`src/rtl/mem_rr_arbiter.sv`:
```
// Round-robin arbiter sharing one req/gnt memory port between NUM_REQ requesters, with in-order ID FIFO for response routing.
// Optional per-requester grant and stall counters under `define MEM_ARB_PERF_CNT_EN.
module mem_rr_arbiter #(
  parameter int NUM_REQ   = 4,
  parameter int ADDR_W    = 32,
  parameter int DATA_W    = 32,
  parameter int MAX_OUTST = 4
) (
  input  logic                        clk_i,
  input  logic                        rst_ni,
  input  logic [NUM_REQ-1:0]          req_i,
  input  logic [NUM_REQ*ADDR_W-1:0]   add_i,
  input  logic [NUM_REQ-1:0]          wen_i,
  input  logic [NUM_REQ*DATA_W/8-1:0] be_i,
  input  logic [NUM_REQ*DATA_W-1:0]   wdata_i,
  output logic [NUM_REQ-1:0]          gnt_o,
  output logic [NUM_REQ-1:0]          rvalid_o,
  output logic [DATA_W-1:0]           rdata_o,
  output logic                        mem_req_o,
  output logic [ADDR_W-1:0]           mem_add_o,
  output logic                        mem_wen_o,
  output logic [DATA_W/8-1:0]         mem_be_o,
  output logic [DATA_W-1:0]           mem_wdata_o,
  input  logic                        mem_gnt_i,
  input  logic                        mem_rvalid_i,
  input  logic [DATA_W-1:0]           mem_rdata_i,
  output logic                        err_o
`ifdef MEM_ARB_PERF_CNT_EN
  ,
  output logic [NUM_REQ*32-1:0]       grant_cnt_o,
  output logic [31:0]                 stall_cnt_o
`endif
);

  localparam int BE_W  = DATA_W / 8;
  localparam int PTR_W = $clog2(NUM_REQ);
  localparam int AW    = $clog2(MAX_OUTST);
  localparam int CNT_W = AW + 1;

  logic [PTR_W-1:0] ptr_q, ptr_d;
  logic [PTR_W-1:0] id_q [MAX_OUTST];
  logic [AW-1:0]    wr_q, wr_d, rd_q, rd_d;
  logic [CNT_W-1:0] cnt_q, cnt_d;
  logic             err_q, err_d;

  logic             any_req, found, full, empty, can_issue;
  logic             push, pop;
  logic [PTR_W-1:0] win;
  logic [PTR_W-1:0] idx_l;
  int               idx;

  // Scan from the priority pointer upward with wrap-around; first set request wins.
  always_comb begin
    found = 1'b0;
    win   = '0;
    idx   = 0;
    idx_l = '0;
    for (int k = 0; k < NUM_REQ; k++) begin
      idx = int'(ptr_q) + k;
      if (idx >= NUM_REQ) idx = idx - NUM_REQ;
      idx_l = PTR_W'(idx);
      if (!found && req_i[idx_l]) begin
        found = 1'b1;
        win   = idx_l;
      end
    end
  end

  assign any_req   = |req_i;
  assign full      = (cnt_q == CNT_W'(MAX_OUTST));
  assign empty     = (cnt_q == '0);
  assign can_issue = ~full | mem_rvalid_i;
  assign mem_req_o = any_req & can_issue;
  assign push      = mem_req_o & mem_gnt_i;
  assign pop       = mem_rvalid_i & ~empty;

  always_comb begin
    mem_add_o   = '0;
    mem_wen_o   = 1'b0;
    mem_be_o    = '0;
    mem_wdata_o = '0;
    gnt_o       = '0;
    rvalid_o    = '0;
    if (found) begin
      mem_add_o   = add_i[win*ADDR_W +: ADDR_W];
      mem_wen_o   = wen_i[win];
      mem_be_o    = be_i[win*BE_W +: BE_W];
      mem_wdata_o = wdata_i[win*DATA_W +: DATA_W];
    end
    if (push) gnt_o[win] = 1'b1;
    if (pop) rvalid_o[id_q[rd_q]] = 1'b1;
  end

  assign rdata_o = mem_rdata_i;
  assign err_o   = err_q;

  always_comb begin
    ptr_d = ptr_q;
    wr_d  = wr_q;
    rd_d  = rd_q;
    cnt_d = cnt_q;
    err_d = err_q | (mem_rvalid_i & empty);
    if (push) begin
      ptr_d = (win == PTR_W'(NUM_REQ - 1)) ? '0 : win + 1'b1;
      wr_d  = wr_q + 1'b1;
    end
    if (pop) rd_d = rd_q + 1'b1;
    if (push && !pop)      cnt_d = cnt_q + CNT_W'(1);
    else if (pop && !push) cnt_d = cnt_q - CNT_W'(1);
  end

  always_ff @(posedge clk_i) begin
    if (!rst_ni) begin
      ptr_q <= '0;
      wr_q  <= '0;
      rd_q  <= '0;
      cnt_q <= '0;
      err_q <= 1'b0;
    end else begin
      ptr_q <= ptr_d;
      wr_q  <= wr_d;
      rd_q  <= rd_d;
      cnt_q <= cnt_d;
      err_q <= err_d;
    end
  end

  // ID storage needs no reset: entries are only read while the occupancy says they are valid.
  always_ff @(posedge clk_i) begin
    if (push) id_q[wr_q] <= win;
  end

`ifdef MEM_ARB_PERF_CNT_EN
  logic [31:0] gcnt_q [NUM_REQ];
  logic [31:0] stall_q;
  logic        stall;

  assign stall = any_req & ~push;

  always_ff @(posedge clk_i) begin
    if (!rst_ni) begin
      for (int i = 0; i < NUM_REQ; i++) gcnt_q[i] <= '0;
      stall_q <= '0;
    end else begin
      for (int i = 0; i < NUM_REQ; i++) begin
        if (gnt_o[i] && gcnt_q[i] != '1) gcnt_q[i] <= gcnt_q[i] + 32'd1;
      end
      if (stall && stall_q != '1) stall_q <= stall_q + 32'd1;
    end
  end

  always_comb begin
    grant_cnt_o = '0;
    for (int i = 0; i < NUM_REQ; i++) grant_cnt_o[i*32 +: 32] = gcnt_q[i];
  end

  assign stall_cnt_o = stall_q;
`endif

endmodule

```
`config.mk`:
```
export PLATFORM = sky130hd
export DESIGN_NAME = mem_rr_arbiter
export DESIGN_NICKNAME = d
export VERILOG_FILES = /design/src/rtl/mem_rr_arbiter.sv
export SDC_FILE = /design/constraint.sdc
export NUM_CORES = 1
export LEC_CHECK = 0
export ABC_AREA = 1
export CORE_AREA = 10 10 159 161
export DETAILED_ROUTE_END_ITERATION = 10
export DIE_AREA = 0 0 169 171
export GPL_TIMING_DRIVEN = 0
export PLACE_DENSITY = 0.72
export SLEW_MARGIN = 40
export SYNTH_ARGS = -nofsm -noshare
export SYNTH_HDL_FRONTEND = slang
export SYNTH_SLANG_ARGS = --single-unit
```
`constraint.sdc`:
```
create_clock -name clk_i -period 4.4 [get_ports clk_i]
set_input_delay 0.88 -clock clk_i [delete_from_list [all_inputs] [get_ports clk_i]]
set_output_delay 0.88 -clock clk_i [all_outputs]
set_load 0.02 [all_outputs]
```
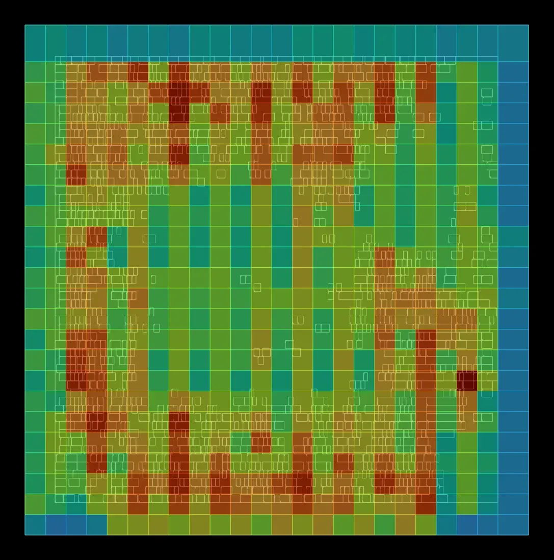
Figure 1: run 1, routing congestion map.
met3 GRT Util: 4.52%
most heavily used metal layer in global routing: met2
utilization of the core after routing: 41.3%
routed length per instance: 18.0 µm

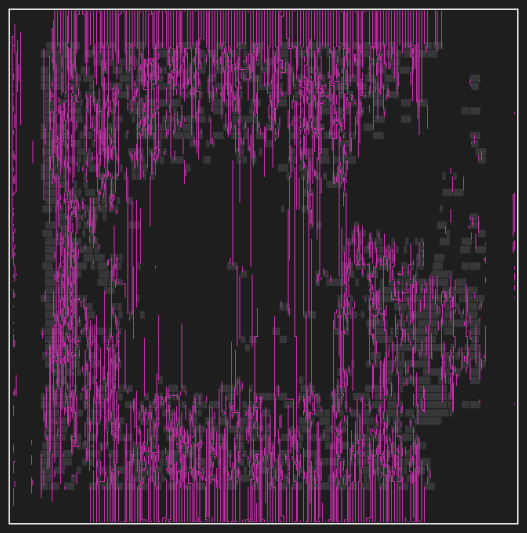
Figure 2: run 1, met2 routing.
Drawn at 3 px/µm.
wire length on this layer: 14,600 µm
nets with wire on the layer: 1,281
share of all routed wire: 49%
main direction: vertical
longest straight run: 73.9 µm
met2 capacity usage during global routing: 32.6%
Routed Wire Length: 29.7 mm
total via count in the routed design: 7,374

==> tab_implementation.tex, run 1 <==
% Table of physical implementation metrics
\begin{tabular}{lr}
\hline
Metric & Value \\
\hline
\multicolumn{2}{l}{\textbf{Run status}} \\
\quad Run status & complete, no violations \\
\multicolumn{2}{l}{\textbf{Synthesis}} \\
\quad Post-synthesis cell area & 4770 µm² \\
\quad Post-synthesis cell count from yosys & approximately 960 \\
\quad Number of distinct library cell variants in the gate-level netlist after synthesis & 24 \\
\quad Cell type contributing the most total cell area after synthesis & sky130\_fd\_sc\_hd\_\_nand2\_1 \\
\quad Area reported by Yosys stat & around 4800 µm² \\
\quad Syn\_nets & about 1.3k \\
\quad Prevailing post-synth register cell & sky130\_fd\_sc\_hd\_\_dfxtp\_1 \\
\quad Post-Synthesis Mean Instance Area & 4.96 µm² \\
\quad Top area contributor share & 25.4\% \\
\quad Synthesized instance count & between 900 and 1k \\
\quad Warning count from the yosys run & 0 \\
\quad Synthesized flop and latch total & 20 \\
\quad Seq/Total Area, Yosys & between 10 and 15\% \\
\multicolumn{2}{l}{\textbf{GRT}} \\
\quad Final global-route overflow total & 0 \\
\quad Maximum number of pins on one net before global-route repair & 16 \\
\quad Number of global-route vias before repair & between 7k and 8k \\
\multicolumn{2}{l}{\textbf{Detailed routing}} \\
\quad Vias per std cell & $\sim$4.5 \\
\quad Length of the first detailed-routing pass in iterations & 5 \\
\quad Number of nets with antenna violations after routing & 0 \\
\quad DRC violation total after the first TritonRoute iteration & $\sim$400 \\
\multicolumn{2}{l}{\textbf{Layout}} \\
\quad Area Growth Syn to Fin & 92.6\% \\
\quad Net count of the finished layout & approximately 1.7k \\
\quad Comb area & approximately 3000 µm² \\
\quad Fill cell instance count of the final layout & about 2.4k \\
\quad Share of layout cells above drive strength 1 & around 8.5\% \\
\quad Antenna cells & 0 \\
\quad Post-route cell area & 9190 µm² \\
\multicolumn{2}{l}{\textbf{Placement}} \\
\quad DP Area & 9060 µm² \\
\quad Half-perimeter wire length after detailed placement & between 20 and 30 mm \\
\quad Count of buffers inserted at the top-level ports & roughly 390 \\
\quad Instance count after placement with tap cells included & $\sim$1.6k \\
\multicolumn{2}{l}{\textbf{Final timing}} \\
\quad Setup TNS & 0 ns \\
\quad Worst hold margin & 0.481 ns \\
\quad Final hold violations & 0 \\
\quad Slew @ Worst Pin & around 0.6 ns \\
\quad Post-route worst setup slack & about 0.21 ns \\
\quad Max-slew headroom & roughly three fifths \\
\quad Shortest clock period the worst path allows after layout & approximately 4.2 ns \\
\quad Worst setup skew after layout & about 0.00058 ns \\
\quad Post-layout period usage & a little over nine tenths \\
\multicolumn{2}{l}{\textbf{Clocking}} \\
\quad TritonCTS clock tree & yes \\
\quad Sinks on the clock net & 20 \\
\quad H-tree levels & 1 \\
\quad TritonCTS buffer count & 3 \\
\quad Deepest clock path buffer count & 2 \\
\quad Clock transition at the registers of the reported paths & 0.05 ns \\
\quad Count of buffers added by post-CTS timing repair for setup & 0 \\
\quad Clock root cell & sky130\_fd\_sc\_hd\_\_clkbuf\_16 \\
\multicolumn{2}{l}{\textbf{Run}} \\
\quad Number of warning messages in the logs & 33 \\
\quad Max-cap check violation count & 0 \\
\multicolumn{2}{l}{\textbf{Setup path}} \\
\quad Critical Path, Cell by Cell & clkdlybuf4s50\_1 -> inv\_1 -> nand4\_1 -> nand4\_4 -> nand2\_2 -> buf\_6 -> buf\_2 -> nand2\_1 -> nand3\_1 -> a21oi\_1 -> dlygate4sd2\_1 \\
\quad Signal arrival time at the worst endpoint & 3.31 ns \\
\quad Critical register-to-register path endpoint & ptr\_q[1] \\
\quad Class of the most critical setup path & in -> out \\
\quad Startpoint class of the critical path & primary input \\
\quad Critical path peak fanout & 10 \\
\quad Element type at the critical path end & output port \\
\quad Worst R2R Setup Slack & $\sim$2.1 ns \\
\quad Path length in cells of the critical path & 11 \\
\quad Path depth of the worst reg2reg path & 13 \\
\quad CP Buf/Inv Count & 5 \\
\quad Data required time of the worst path & about 3.5 ns \\
\multicolumn{2}{l}{\textbf{Die}} \\
\quad Effective utilization at floorplan & between 20\% and 30\% \\
\quad Ports placed on the boundary & 427 \\
\quad Chip footprint & 28,900 µm² \\
\multicolumn{2}{l}{\textbf{Hold path}} \\
\quad Worst min-delay path class & reg -> reg \\
\quad Startpoint of the worst hold path & rd\_q[1] \\
\quad Endpoint of the worst hold-timing path & rd\_q[1] \\
\multicolumn{2}{l}{\textbf{Pwr}} \\
\quad Peak ir drop on the vdd network & around 0.00029 V \\
\quad Internal power & 2.19 mW \\
\quad Pleak & approximately 5.0 nW \\
\quad Flop pwr share & 5.4\% \\
\quad Combinational fraction of design power & 91.0\% \\
\quad Switching pwr & around 3.0 mW \\
\quad Switching power share of the total & $\sim$58\% \\
\quad Power per Cell Area & between 500 and 600 nW/µm² \\
\hline
\end{tabular}
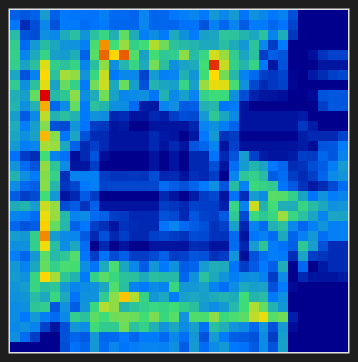
Figure 3: run 1, wire density map.
Drawn at 2 px/µm. 34 x 34 tiles, from dark blue (low) to red (high), scaled to the fullest tile. Values are wire area over tile area, all layers added.
nearly empty tiles: 12%
fullest tile: 0.66
densest ninth of the die: upper left
tiles over half the peak: 9.3%
total global-route track usage: 18.9%

==> run 1: cells in the mapped netlist (2+ instances only) <==
library cell	count
sky130_fd_sc_hd__ha_1	9
sky130_fd_sc_hd__clkbuf_1	10
sky130_fd_sc_hd__o21ai_0	10
sky130_fd_sc_hd__inv_1	167
sky130_fd_sc_hd__a21oi_1	81
sky130_fd_sc_hd__nor2_1	15
sky130_fd_sc_hd__nand2_1	323
sky130_fd_sc_hd__edfxtp_1	8
sky130_fd_sc_hd__buf_2	51
sky130_fd_sc_hd__buf_4	39
sky130_fd_sc_hd__nand4_1	2
sky130_fd_sc_hd__nand2_2	5
sky130_fd_sc_hd__dfxtp_1	12
sky130_fd_sc_hd__nand3_1	217
sky130_fd_sc_hd__inv_2	4
==> run 1: power by group through the flow <==
stage	Combinational, mW	Sequential (mW)	Clock, mW
final	4.73	0.280	0.188
after global routing	5.18	0.288	0.196
after CTS	4.86	0.280	0.190
after detailed placement	5.00	0.284	0
after global placement	4.99	0.282	0
after floorplan	2.78	0.281	0
==> run 1: cell usage in the layout (no fill, tap or decap), drive strengths merged <==
cell           count
nand2            329
clkdlybuf4s50    320
nand3            217
inv              171
buf               90
a21oi             81
dlymetal6s2s      38
dlygate4sd2       28
clkbuf            21
nor2              16
dfxtp             12
o21ai             10
ha                 9
edfxtp             8
nand4              3
clkinv             1
a32oi              1
nor4               1
o21a               1
fa                 1
clkdlybuf4s15      1
==> run 1: worst max-delay path by stage <==
stage / slack [ns] / start / end
2_1_floorplan: 1.18 / req_i[3] / gnt_o[2]
5_1_grt: -0.007 / req_i[3] / gnt_o[0]
3_3_place_gp: -0.29 / req_i[1] / gnt_o[2]
4_1_cts: 0.001 / req_i[3] / mem_add_o[16]
3_5_place_dp: -0.33 / req_i[3] / gnt_o[2]
6_report: 0.21 / req_i[3] / mem_wdata_o[0]
==> run 1: final cells by class <==
class	instances	area share (%)
sequential	20	5.23
tap	285	3.88
buffer	101	6.60
timing repair buffer	393	43.1
multi-input combinational	669	33.2
inverter	172	7.07
clock buffer	4	0.858
==> run 1: repair_timing <==
item / in CTS / in global routing
hold buffers: 0 / 0
endpoints found under the setup margin: 73 / 47
resized: 42 / 52
==> run 1: sequential cells by signal, indices dropped and copies added, names as in the netlist, named ones only <==
register,flops
id_q,8
rd_q,2
wr_q,2
err_o,1
cnt_q,3
ptr_q,2
==> run 1: logic make-up (layout without fill, tap and decap cells) <==
logic type      after synthesis  count (layout)  synth area share (%)
fa+ha+maj                    10              10                  2.78
buf+inv                     273             670                  26.0
flops                        20              20                  10.1
compound gates               93              93                  9.89
simple gates                566             566                  51.2
==> run 1: metal layers <==
metal  wire (µm)  vias up
li1            -     3750
met1       12000     3273
met2       14600      312
met3        2330       39
met4         682        0
met5           0        -
==> run 2, diff against run 1 <==
Settings changed: SLEW_MARGIN 40 to 20.
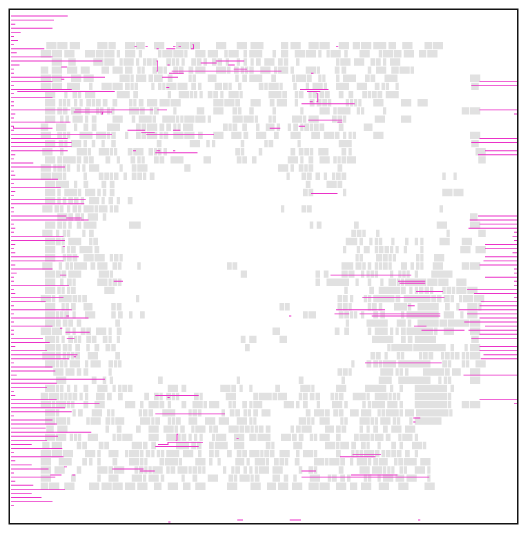
Figure 4: run 2, the metal 3 layer.
Drawn at 3 px/µm.
nets with wire on the layer: 235
main direction: horizontal
wire length on this layer: 2,330 µm
share of all routed wire: 7.9%
longest straight run: 42.3 µm

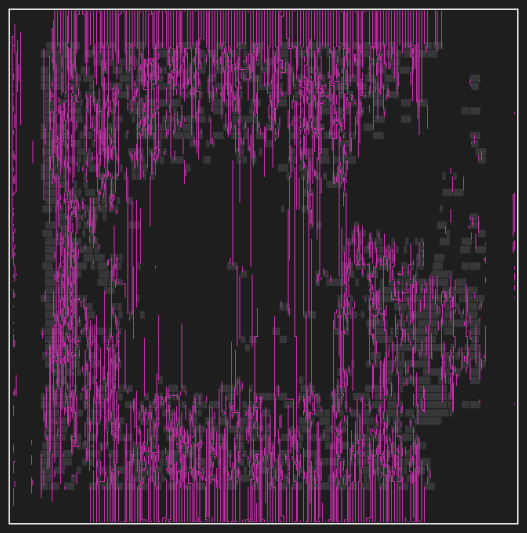
Figure 5: run 2, met2 routing.
Drawn at 3 px/µm.
main direction: vertical
share of all routed wire: 49%

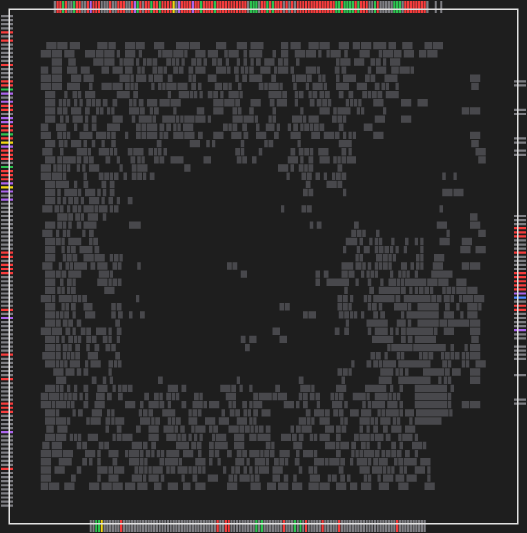
Figure 6: run 2, ports around the boundary.
Drawn at 3 px/µm. Pins as bars across the die edge, other pins in grey.
legend:
  wdata_i:
    colour: red
    pins: 128
    direction: input
    edge: 80 top, 28 left, 11 right, 9 bottom
  be_i:
    colour: purple
    pins: 16
    direction: input
    edge: 10 left, 4 top, 2 right
  mem_be_o:
    colour: yellow
    pins: 4
    direction: output
    edge: 2 left, 1 top, 1 bottom
  mem_wdata_o:
    colour: green
    pins: 32
    direction: output
    edge: 23 top, 6 bottom, 3 left
  mem_rvalid_i:
    colour: blue
    pins: 1
    direction: input
    edge: right
count of buffers inserted at the top-level ports: 393
chip width: 169 µm

==> run 2 against run 1 <==
Combinational power is essentially flat. Routed wire length stayed put. Critical path type unchanged. Clock power hardly changed. Largest cell class unchanged.
==> tab_implementation.tex, run 2 <==
% Table of physical implementation metrics
\begin{tabular}{lr}
\hline
Metric & Value \\
\hline
\multicolumn{2}{l}{\textbf{Synthesis}} \\
\quad Post-synthesis cell area & between 4000 and 5000 µm² \\
\quad Prevailing post-synth register cell & sky130\_fd\_sc\_hd\_\_dfxtp\_1 \\
\quad Post-synthesis cell count from yosys & between 900 and 1k \\
\quad Area reported by Yosys stat & 4770 µm² \\
\quad Number of distinct library cell variants in the gate-level netlist after synthesis & 24 \\
\quad Cell type contributing the most total cell area after synthesis & sky130\_fd\_sc\_hd\_\_nand2\_1 \\
\multicolumn{2}{l}{\textbf{Detailed routing}} \\
\quad Vias per std cell & $\sim$4.5 \\
\quad Routed Wire Length & slightly below 30 mm \\
\quad Length of the first detailed-routing pass in iterations & 5 \\
\quad Total via count in the routed design & between 7k and 8k \\
\multicolumn{2}{l}{\textbf{Placement}} \\
\quad Half-perimeter wire length after detailed placement & 25.3 mm \\
\quad Instance count after placement with tap cells included & roughly 1.6k \\
\multicolumn{2}{l}{\textbf{Setup path}} \\
\quad Worst setup path startpoint & req\_i[3] \\
\quad Data required time of the worst path & approximately 3.5 ns \\
\quad Class of the most critical setup path & in -> out \\
\quad Signal arrival time at the worst endpoint & $\sim$3.3 ns \\
\quad Path length in cells of the critical path & 11 \\
\quad Critical path peak fanout & 10 \\
\quad Startpoint class of the critical path & primary input \\
\multicolumn{2}{l}{\textbf{Run status}} \\
\quad Run status & complete, no violations \\
\multicolumn{2}{l}{\textbf{Final timing}} \\
\quad Worst hold margin & 0.481 ns \\
\quad Slew @ Worst Pin & 0.600 ns \\
\multicolumn{2}{l}{\textbf{Pwr}} \\
\quad Combinational fraction of design power & 91.0\% \\
\quad Pleak & between 5 and 6 nW \\
\quad Internal power & between 2 and 2.5 mW \\
\quad Power per Cell Area & between 500 and 600 nW/µm² \\
\multicolumn{2}{l}{\textbf{Clocking}} \\
\quad Resize count post-CTS & between 40 and 50 \\
\quad Clock transition at the registers of the reported paths & around 0.05 ns \\
\quad Sinks on the clock net & 20 \\
\quad Clock root cell & sky130\_fd\_sc\_hd\_\_clkbuf\_16 \\
\quad Deepest clock path buffer count & 2 \\
\quad TritonCTS clock tree & yes \\
\quad TritonCTS buffer count & 3 \\
\quad Count of buffers added by post-CTS timing repair for setup & 0 \\
\quad H-tree levels & 1 \\
\multicolumn{2}{l}{\textbf{Hold path}} \\
\quad Startpoint of the worst hold path & rd\_q[1] \\
\multicolumn{2}{l}{\textbf{Die}} \\
\quad Effective utilization at floorplan & 21.5\% \\
\quad Ports placed on the boundary & 427 \\
\multicolumn{2}{l}{\textbf{Layout}} \\
\quad Flip-flop count of the largest register after layout & 8 \\
\quad Area Growth Syn to Fin & 92.6\% \\
\quad Dominant logic cell types in the final layout & sky130\_fd\_sc\_hd\_\_nand2\_1, sky130\_fd\_sc\_hd\_\_clkdlybuf4s50\_1, sky130\_fd\_sc\_hd\_\_nand3\_1 \\
\quad Antenna cells & 0 \\
\quad Utilization of the core after routing & 41.3\% \\
\quad Share of layout cells above drive strength 1 & around 8.5\% \\
\multicolumn{2}{l}{\textbf{GRT}} \\
\quad Number of global-route vias before repair & 7,374 \\
\hline
\end{tabular}
run 2: cell counts in the layout (fill, tap and decap cells not counted):
Identical to the previous run, type by type.
run 2: how the worst max path moves through the flow:
stage	to	slack [ns]
floorplan	gnt_o[2]	1.18
global placement	gnt_o[2]	-0.29
detailed placement	gnt_o[2]	-0.33
CTS	mem_add_o[16]	0.001
global route	gnt_o[0]	-0.007
finish	mem_wdata_o[0]	0.21
run 2: power groups by stage:
stage                     registers [mW]  clock network (mW)  logic (mW)
after floorplan                    0.281                   0        2.78
after global placement             0.282                   0        4.99
after detailed placement           0.284                   0        5.00
after CTS                          0.280               0.190        4.86
after global routing               0.288               0.196        5.18
final                              0.280               0.188        4.73
run 2: per-layer routing:
metal  wire length, µm  up-vias  share of wire, %  track usage, %
met1             12000     3273                41            23.3
met5                 0        -                 0               0
li1                  -     3750                 -               -
met4               682        0               2.3            4.54
met3              2330       39               7.9            4.52
met2             14600      312                49            32.6
run 2: per-stage QoR:
stage	TNS, ns	power [mW]	cell area, µm²	worst slack [ns]
3_3_place_gp	-6.30	5.27	9060	-0.287
2_1_floorplan	0	3.06	4770	1.18
6_report	0	5.20	9190	0.213
3_5_place_dp	-9.30	5.29	9060	-0.325
5_1_grt	-0.0117	5.67	9190	-0.00724
4_1_cts	0	5.33	9110	0.00108
run 2: worst register-to-register path, cell delays in order (launching register included):
cell	delay (ns)
sky130_fd_sc_hd__dfxtp_1	0.34
sky130_fd_sc_hd__buf_4	0.18
sky130_fd_sc_hd__nand2_1	0.08
sky130_fd_sc_hd__nand3_1	0.11
sky130_fd_sc_hd__nand2_1	0.10
sky130_fd_sc_hd__nor2_2	0.17
sky130_fd_sc_hd__nand3_1	0.08
sky130_fd_sc_hd__nand3_1	0.11
sky130_fd_sc_hd__nand2_4	0.14
sky130_fd_sc_hd__inv_4	0.14
sky130_fd_sc_hd__buf_4	0.24
sky130_fd_sc_hd__ha_1	0.26
sky130_fd_sc_hd__o21ai_0	0.15
sky130_fd_sc_hd__a21oi_1	0.05
run 2: cell type report:
cell class | instances | area (µm²)
fillers | 2439 | 13000
repair buffers | 393 | 3960
multi-input cells | 669 | 3050
inverters | 172 | 649
plain buffers | 101 | 607
flip-flops and latches | 20 | 480
well taps | 285 | 357
clock buffers | 4 | 78.8
run 2: cells by family after synthesis:
group,Yosys count,share of synthesized area (%)
buffers and inverters,273,26.0
flip-flops,20,10.1
adder cells (fa/ha/maj),10,2.78
AND/OR/NAND/NOR,566,51.2
AND-OR/OR-AND,93,9.89
==> run 3, diff against run 2 <==
Settings changed: CORE_AREA 10 10 159 161 to 2 2 165 167, DIE_AREA 0 0 169 171 to 0 0 167 169, PLACE_DENSITY 0.72 to 0.64.
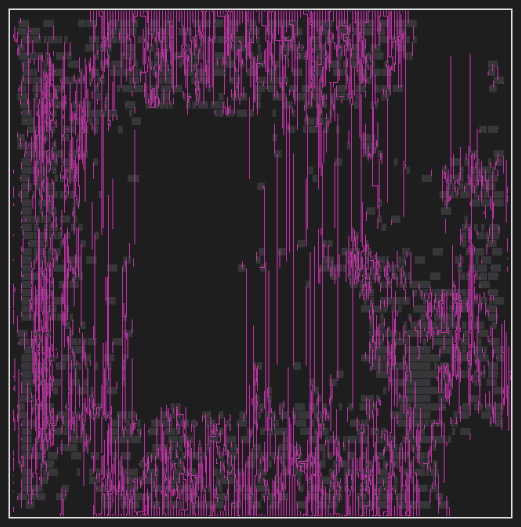
Figure 7: run 3, met2 routing.
Drawn at 3 px/µm.
longest straight run: 89.1 µm
main direction: vertical
nets with wire on the layer: 1,291
wire length on this layer: 12,900 µm
total via count in the routed design: 7,356
Routed Wire Length: 26.1 mm
met2 capacity usage during global routing: 30.6%

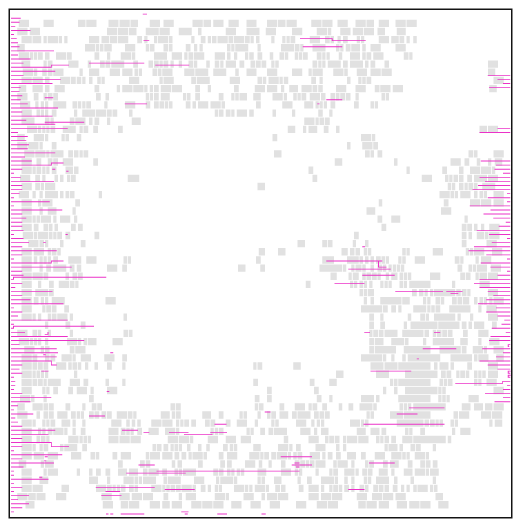
Figure 8: run 3, the metal 3 layer.
Drawn at 3 px/µm.
nets with wire on the layer: 234
share of all routed wire: 6.6%
wire length on this layer: 1,710 µm
main direction: horizontal
longest straight run: 47.4 µm
met3 GRT Util: 2.81%

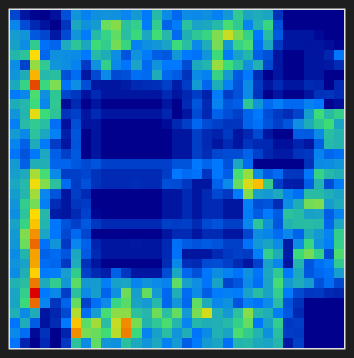
Figure 9: run 3, wire density map.
Drawn at 2 px/µm. 33 x 34 tiles, from dark blue (low) to red (high), scaled to the fullest tile. Values are wire area over tile area, all layers added.
tiles over half the peak: 7.2%
mean over tiles: 0.15
densest ninth of the die: lower left
fullest tile: 0.64
routed length per instance: 15.3 µm
total global-route track usage: 17.2%

==> run 3 against run 2 <==
Sequential share of layout area fell by 0.059 points. Total power up 1.0%. Final cell count grew 3.4%. Non-clock buffer count fell by 1. Critical path type unchanged. Routed wire length fell by 12%. First-iteration DRC count fell by 20%. Largest power group unchanged. Combinational power hardly changed. Worst hold slack worse by 0.0058 ns.
==> tab_implementation.tex, run 3 <==
% Table of physical implementation metrics
\begin{tabular}{lr}
\hline
Metric & Value \\
\hline
\multicolumn{2}{l}{\textbf{Placement}} \\
\quad Count of buffers inserted at the top-level ports & 393 \\
\quad Setup slack at placement & -0.442 ns \\
\quad Half-perimeter wire length after detailed placement & between 20 and 25 mm \\
\multicolumn{2}{l}{\textbf{Synthesis}} \\
\quad Top area contributor share & between 20\% and 30\% \\
\quad Synthesized flop and latch total & 20 \\
\quad Seq/Total Area, Yosys & 10.1\% \\
\quad Synthesized instance count & roughly 960 \\
\quad Post-Synthesis Mean Instance Area & roughly 5.0 µm² \\
\quad Area reported by Yosys stat & 4770 µm² \\
\quad Warning count from the yosys run & 0 \\
\quad Most numerous cell types in the synthesized netlist & sky130\_fd\_sc\_hd\_\_nand2\_1, sky130\_fd\_sc\_hd\_\_nand3\_1, sky130\_fd\_sc\_hd\_\_inv\_1 \\
\quad Cell type contributing the most total cell area after synthesis & sky130\_fd\_sc\_hd\_\_nand2\_1 \\
\quad Prevailing post-synth register cell & sky130\_fd\_sc\_hd\_\_dfxtp\_1 \\
\quad Post-synthesis cell count from yosys & about 960 \\
\quad Syn\_nets & 1,288 \\
\quad Post-synthesis cell area & approximately 4800 µm² \\
\quad Most repeated cell in the gate-level netlist after synthesis & sky130\_fd\_sc\_hd\_\_nand2\_1 \\
\multicolumn{2}{l}{\textbf{Layout}} \\
\quad Biggest register & id\_q \\
\quad Utilization of the core after routing & around a third \\
\quad Fill cell instance count of the final layout & just under 3k \\
\quad Commonest non-fill, non-tap cell in the layout & sky130\_fd\_sc\_hd\_\_nand2\_1 \\
\quad Comb area & 3060 µm² \\
\quad Total area of sequential cells & about 480 µm² \\
\quad Flip-flop count of the largest register after layout & 8 \\
\quad Share of layout cells above drive strength 1 & between 8 and 9\% \\
\quad Net count of the finished layout & between 1.5k and 2k \\
\quad Dominant logic cell types in the final layout & sky130\_fd\_sc\_hd\_\_nand2\_1, sky130\_fd\_sc\_hd\_\_clkdlybuf4s50\_1, sky130\_fd\_sc\_hd\_\_nand3\_1 \\
\quad Area Growth Syn to Fin & 94.8\% \\
\multicolumn{2}{l}{\textbf{Run}} \\
\quad Max-cap check violation count & 0 \\
\quad Number of warning messages in the logs & 32 \\
\multicolumn{2}{l}{\textbf{Final timing}} \\
\quad Slew Viols, Final & 0 \\
\quad Shortest clock period the worst path allows after layout & approximately 4.2 ns \\
\quad Final hold violations & 0 \\
\quad Max-slew headroom & 62.1\% \\
\quad Post-layout period usage & 96.4\% \\
\quad Worst setup skew after layout & slightly above 0.008 ns \\
\multicolumn{2}{l}{\textbf{GRT}} \\
\quad Number of global-route vias before repair & 6,978 \\
\quad Maximum number of pins on one net before global-route repair & 16 \\
\quad Final global-route overflow total & 0 \\
\multicolumn{2}{l}{\textbf{Setup path}} \\
\quad Critical Path, Cell by Cell & clkdlybuf4s50\_1 -> inv\_1 -> nand2\_1 -> nand3\_1 -> nand2\_1 -> inv\_2 -> nand4\_4 -> nand2\_2 -> buf\_6 -> buf\_2 -> nand2\_1 -> nand3\_1 -> a21oi\_1 -> dlygate4sd2\_1 \\
\quad Startpoint class of the critical path & primary input \\
\quad Data required time of the worst path & approximately 3.5 ns \\
\quad Critical path peak fanout & 10 \\
\quad Signal arrival time at the worst endpoint & 3.36 ns \\
\quad CP Buf/Inv Count & 6 \\
\multicolumn{2}{l}{\textbf{Clocking}} \\
\quad TritonCTS clock tree & yes \\
\quad Count of buffers added by post-CTS timing repair for setup & 0 \\
\quad TritonCTS buffer count & 3 \\
\quad Deepest clock path buffer count & 2 \\
\quad H-tree levels & 1 \\
\quad Sinks on the clock net & 20 \\
\quad Clock transition at the registers of the reported paths & about 0.060 ns \\
\quad Cts hold-fix bufs & 0 \\
\multicolumn{2}{l}{\textbf{Pwr}} \\
\quad Final total power & 5.26 mW \\
\quad Peak ir drop on the vdd network & approximately 0.00026 V \\
\multicolumn{2}{l}{\textbf{Detailed routing}} \\
\quad Length of the first detailed-routing pass in iterations & 5 \\
\quad Vias per std cell & 4.33 \\
\quad DRC violation total after the first TritonRoute iteration & 320 \\
\quad Number of nets with antenna violations after routing & 0 \\
\multicolumn{2}{l}{\textbf{Die}} \\
\quad Effective utilization at floorplan & between 10\% and 20\% \\
\quad Ports placed on the boundary & about 430 \\
\quad Chip footprint & between 20,000 and 30,000 µm² \\
\multicolumn{2}{l}{\textbf{Run status}} \\
\quad Run status & complete, no violations \\
\multicolumn{2}{l}{\textbf{Hold path}} \\
\quad Worst min-delay path class & reg -> reg \\
\hline
\end{tabular}
[run 3: repair_timing]
action                     CTS  global route
pin swaps                    1             0
gates cloned                 0             0
gates resized               49            47
setup endpoints to repair   73            42
[run 3: final cells by class]
class,count,area share (%)
repair buffers,393,42.6
multi-input cells,669,32.9
inverters,172,7.01
plain buffers,100,6.64
flip-flops and latches,20,5.17
well taps,341,4.59
clock buffers,4,1.08
diodes,1,0.0269
[run 3: final timing paths]
check	endpoint	startpoint	slack (ns)	depth (start not counted)
worst min-delay path	err_o	err_o	0.47	1
worst max-delay path	mem_add_o[3]	req_i[0]	0.16	14
worst min register to register	err_o	err_o	0.47	1
worst max register to register	ptr_q[1]	ptr_q[0]	2.08	13
[run 3: per-layer routing]
| layer | routed length (µm) | GRT usage [%] | share of wire [%] | vias up |
|---|---|---|---|---|
| met4 | 528 | 4.16 | 2.0 | 0 |
| met2 | 12900 | 30.6 | 50 | 291 |
| li1 | - | - | - | 3751 |
| met3 | 1710 | 2.81 | 6.6 | 36 |
| met1 | 10900 | 21.7 | 42 | 3278 |
| met5 | 0 | 0 | 0 | - |
[run 3: kinds of logic (layout without fill, tap and decap cells)]
group           count (synthesis)  in the layout  share of synthesized area [%]
flops                          20             20                           10.1
compound gates                 93             93                           9.89
simple gates                  566            566                           51.2
buf+inv                       273            669                           26.0
fa+ha+maj                      10             10                           2.78
other cells                     0              1                              0
[run 3: report_power, final]
group	total [mW]	leakage (nW)	switching (mW)	internal, mW
clock	0.223	0.0493	0.0660	0.157
sequential	0.282	0.174	0.0334	0.249
combinational	4.75	4.80	2.92	1.83
total	5.26	5.02	3.02	2.24
[run 3: per-stage QoR]
stage | area [µm²] | hold WS [ns]
after detailed placement | 9130 | 0.463
final | 9290 | 0.475
after floorplan | 4770 | 0.436
after CTS | 9210 | 0.477
after global routing | 9290 | 0.491
after global placement | 9130 | 0.447
Power figures rest on the tool's default switching activity, not on a simulated workload.
